===== src/rtl/gpio_apb_bank.sv =====
`default_nettype none
// ============================================================================
// Module      : gpio_apb_bank
// Description : APB slave register bank for one GPIO port of the SPI GPIO
//               expander. Holds the direction and output registers, the
//               two-flop input synchronizer, and the edge-interrupt logic.
// Revision    : 1.0 - initial release
// ============================================================================
module gpio_apb_bank #(
  parameter int DATA_WIDTH  = 8,
  parameter int ADDR_WIDTH  = 3,
  parameter int WAIT_STATES = 0
) (
  input  logic                  sclk,
  input  logic                  resetn,
  input  logic                  psel,
  input  logic                  penable,
  input  logic                  pwrite,
  input  logic [ADDR_WIDTH-1:0] paddr,
  input  logic [DATA_WIDTH-1:0] pwdata,
  output logic [DATA_WIDTH-1:0] prdata,
  output logic                  pready,
  input  logic [DATA_WIDTH-1:0] gpio_in,
  output logic [DATA_WIDTH-1:0] gpio_out,
  output logic [DATA_WIDTH-1:0] gpio_oe,
  output logic                  irq
);

  localparam logic [2:0]            c_wait     = 3'(WAIT_STATES);
  localparam logic [ADDR_WIDTH-1:0] c_addr_out  = ADDR_WIDTH'(0);
  localparam logic [ADDR_WIDTH-1:0] c_addr_dir  = ADDR_WIDTH'(1);
  localparam logic [ADDR_WIDTH-1:0] c_addr_in   = ADDR_WIDTH'(2);
  localparam logic [ADDR_WIDTH-1:0] c_addr_ien  = ADDR_WIDTH'(3);
  localparam logic [ADDR_WIDTH-1:0] c_addr_edge = ADDR_WIDTH'(4);
  localparam logic [ADDR_WIDTH-1:0] c_addr_stat = ADDR_WIDTH'(5);
  localparam logic [ADDR_WIDTH-1:0] c_addr_set  = ADDR_WIDTH'(6);
  localparam logic [ADDR_WIDTH-1:0] c_addr_clr  = ADDR_WIDTH'(7);

  logic [2:0]            r_wait_cnt;
  logic [DATA_WIDTH-1:0] r_out;
  logic [DATA_WIDTH-1:0] r_dir;
  logic [DATA_WIDTH-1:0] r_ien;
  logic [DATA_WIDTH-1:0] r_edge;
  logic [DATA_WIDTH-1:0] r_stat;
  logic [DATA_WIDTH-1:0] r_sync1;
  logic [DATA_WIDTH-1:0] r_in;
  logic [DATA_WIDTH-1:0] r_prev;
  logic                  r_irq;

  logic                  w_access;
  logic                  w_commit;
  logic [DATA_WIDTH-1:0] w_event;
  logic [DATA_WIDTH-1:0] w_stat_clr;
  logic [DATA_WIDTH-1:0] w_rd_data;

  assign w_access = psel & penable;
  assign pready   = w_access & (r_wait_cnt == c_wait);
  // A write takes effect only on the edge that completes the transfer
  assign w_commit = pready & pwrite;

  // Wait-state counter: restarts whenever the access phase is left
  always_ff @(posedge sclk or negedge resetn) begin
    if (!resetn) begin
      r_wait_cnt <= 3'd0;
    end else if (!w_access) begin
      r_wait_cnt <= 3'd0;
    end else if (r_wait_cnt != c_wait) begin
      r_wait_cnt <= r_wait_cnt + 3'd1;
    end
  end

  // Writable control registers; OUT_SET/OUT_CLR modify OUT bitwise
  always_ff @(posedge sclk or negedge resetn) begin
    if (!resetn) begin
      r_out  <= '0;
      r_dir  <= '0;
      r_ien  <= '0;
      r_edge <= '0;
    end else if (w_commit) begin
      if (paddr == c_addr_out)  r_out  <= pwdata;
      if (paddr == c_addr_set)  r_out  <= r_out | pwdata;
      if (paddr == c_addr_clr)  r_out  <= r_out & ~pwdata;
      if (paddr == c_addr_dir)  r_dir  <= pwdata;
      if (paddr == c_addr_ien)  r_ien  <= pwdata;
      if (paddr == c_addr_edge) r_edge <= pwdata;
    end
  end

  // Pad synchronizer (two flops) plus previous-value flop for edge detection
  always_ff @(posedge sclk or negedge resetn) begin
    if (!resetn) begin
      r_sync1 <= '0;
      r_in    <= '0;
      r_prev  <= '0;
    end else begin
      r_sync1 <= gpio_in;
      r_in    <= r_sync1;
      r_prev  <= r_in;
    end
  end

  // EDGE selects rising (1) or falling (0) per bit; IEN masks new events
  assign w_event    = r_ien & ((r_in & ~r_prev & r_edge) | (~r_in & r_prev & ~r_edge));
  assign w_stat_clr = (w_commit && (paddr == c_addr_stat)) ? pwdata : '0;

  // Sticky status: clear is applied first so a coincident event survives
  always_ff @(posedge sclk or negedge resetn) begin
    if (!resetn) begin
      r_stat <= '0;
      r_irq  <= 1'b0;
    end else begin
      r_stat <= (r_stat & ~w_stat_clr) | w_event;
      r_irq  <= |r_stat;
    end
  end

  // Read mux; write-only and unmapped addresses return zero
  always_comb begin
    w_rd_data = '0;
    case (paddr)
      c_addr_out:  w_rd_data = r_out;
      c_addr_dir:  w_rd_data = r_dir;
      c_addr_in:   w_rd_data = r_in;
      c_addr_ien:  w_rd_data = r_ien;
      c_addr_edge: w_rd_data = r_edge;
      c_addr_stat: w_rd_data = r_stat;
      default:     w_rd_data = '0;
    endcase
  end

  // Read data is presented on the completing cycle of a read, zero otherwise
  assign prdata   = (pready & ~pwrite) ? w_rd_data : '0;
  assign gpio_out = r_out;
  assign gpio_oe  = r_dir;
  assign irq      = r_irq;

endmodule
`default_nettype wire


===== config.mk =====
export PLATFORM = sky130hd
export DESIGN_NAME = gpio_apb_bank
export DESIGN_NICKNAME = d
export VERILOG_FILES = /design/src/rtl/gpio_apb_bank.sv
export SDC_FILE = /design/constraint.sdc
export NUM_CORES = 1
export LEC_CHECK = 0
export CORE_ASPECT_RATIO = 0.7
export CORE_MARGIN = 4
export CORE_UTILIZATION = 48
export DETAILED_ROUTE_END_ITERATION = 10
export PLACE_DENSITY = 0.76
export SLEW_MARGIN = 0
export SYNTH_ARGS = -nofsm -noshare
export SYNTH_HDL_FRONTEND = slang
export SYNTH_SLANG_ARGS = --single-unit

===== constraint.sdc =====
create_clock -name sclk -period 2.3 [get_ports sclk]
set_clock_uncertainty 0.1 [all_clocks]
set_input_delay 0.69 -clock sclk [delete_from_list [all_inputs] [get_ports sclk]]
set_output_delay 0.69 -clock sclk [all_outputs]
set_load 0.01 [all_outputs]

==> report_table.html <==
<p>Metrics extracted from the flow reports.</p>
<table>
<tr><th>Metric</th><th>Value</th></tr>
<tr><th colspan="2">Yosys</th></tr>
<tr><td>Tally of unique sky130hd cells used after synthesis</td><td>40</td></tr>
<tr><td>Count of instantiated cells in the yosys netlist</td><td>between 200 and 300</td></tr>
<tr><td>Number of nets at floorplan</td><td>around 300</td></tr>
<tr><td>Dominant cell type by area after synthesis</td><td>dfrtp_1</td></tr>
<tr><td>Synthesized-area fraction occupied by ao, oa, aoi and oai cells</td><td>14.4%</td></tr>
<tr><th colspan="2">Setup path</th></tr>
<tr><td>FF-to-FF path depth</td><td>10</td></tr>
<tr><td>Capturing element type of the critical path</td><td>primary output</td></tr>
<tr><td>Cell-by-cell listing of the critical path</td><td>buf_8 &gt; buf_12 &gt; or2_4 &gt; o22ai_2 &gt; a21oi_2 &gt; nor3_2 &gt; buf_2</td></tr>
<tr><th colspan="2">Drt</th></tr>
<tr><td>DR pass1 iterations</td><td>4</td></tr>
<tr><td>Count of unresolved DRC violations after routing</td><td>0</td></tr>
<tr><th colspan="2">Pwr</th></tr>
<tr><td>Worst voltage drop across the vdd grid</td><td>between 0.0003 and 0.0004 V</td></tr>
<tr><th colspan="2">Final timing</th></tr>
<tr><td>Total count of hold-check failures in the final report</td><td>0</td></tr>
<tr><td>Count of final setup violators</td><td>8</td></tr>
<tr><td>Post-layout worst setup margin</td><td>-0.224 ns</td></tr>
<tr><th colspan="2">Status</th></tr>
<tr><td>Status</td><td>finished, violations left</td></tr>
<tr><td>Violated checks</td><td>setup timing</td></tr>
<tr><th colspan="2">Placement</th></tr>
<tr><td>Final RePlAce weighted congestion</td><td>~0.9</td></tr>
<tr><th colspan="2">GRT</th></tr>
<tr><td>Final global-route overflow total</td><td>0</td></tr>
<tr><td>Initial antenna violation count</td><td>0</td></tr>
<tr><th colspan="2">Floorplan</th></tr>
<tr><td>I/O Pins</td><td>about 50</td></tr>
<tr><th colspan="2">Clock network</th></tr>
<tr><td>Post-CTS Hold Fix Bufs</td><td>0</td></tr>
</table>
[per-layer routing]
| layer | vias to the layer above | share of wire [%] | track usage (%) |
|---|---|---|---|
| met2 | 117 | 48 | 40.3 |
| met4 | 0 | 1.7 | 9.32 |
| met5 | - | 0 | 0 |
| met1 | 1353 | 43 | 31.4 |
| met3 | 20 | 7.4 | 8.04 |
| li1 | 1224 | - | - |
[state kept, by name (all words and copies together), names as in the netlist]
register and count:
gpio_out 8, r_edge 8, r_in 8, r_wait_cnt 3, r_prev 8, gpio_oe 8
r_stat 8, irq 1, r_sync1 8, r_ien 8
[worst paths after layout]
path | start | endpoint | slack, ns
min in group sclk | r_sync1[4] | r_in[4] | 0.25
setup / recovery | paddr[1] | prdata[5] | -0.22
hold reg to reg | r_sync1[4] | r_in[4] | 0.25
setup reg to reg | r_wait_cnt[0] | gpio_oe[5] | 0.07
hold / removal | resetn | r_ien[6] | 0.25
max in group asynchronous | resetn | gpio_out[3] | 1.57
[final cells by class]
class,instances,area [µm²]
Clock buffer,9,124
Clock inverter,7,100
Multi-Input combinational cell,183,1480
Fill cell,415,1640
Timing Repair Buffer,116,1110
Tap cell,78,97.6
Inverter,6,27.5
Sequential cell,68,1700
[through the flow]
stage               utilization [%]  hold WS [ns]  TNS (ns)  setup WS (ns)  area [µm²]
floorplan                         -         0.231   -0.0906        -0.0453        3210
finish                         73.9         0.247     -1.46         -0.224        4640
CTS                            72.5         0.248     -1.42         -0.230        4550
global route                   73.9         0.262     -1.83         -0.240        4640
detailed placement             66.0         0.235    -24.61          -1.05        4140
global placement               66.0         0.233    -23.37          -1.02        4140
[critical path, delay by kind of cell]
kind / cells / cell delay (ns)
simple gates: 2 / 0.43
compound gates: 2 / 0.20
buf+inv: 3 / 0.41
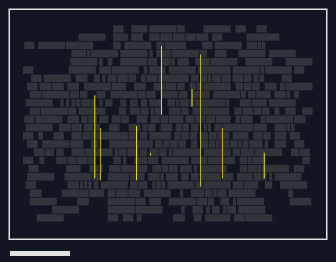
Fig. 1. Met4 routing.
Bar = 20 µm. Cells faint in the background.
longest straight run	43.5 µm
wire length on this layer	158 µm
nets with wire on the layer	9
share of all routed wire	1.7%

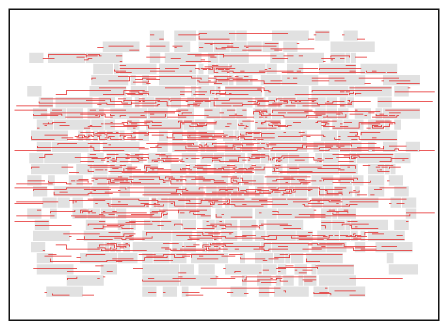
Fig. 2. Met1 routing.
Cells faint in the background.
share of all routed wire	43%
main direction	horizontal
wire length on this layer	3940 µm
vias after detailed routing: 2714
met1 Usage GRT: 31.4%

No activity file was given, so power comes from the tool's default toggle rates.
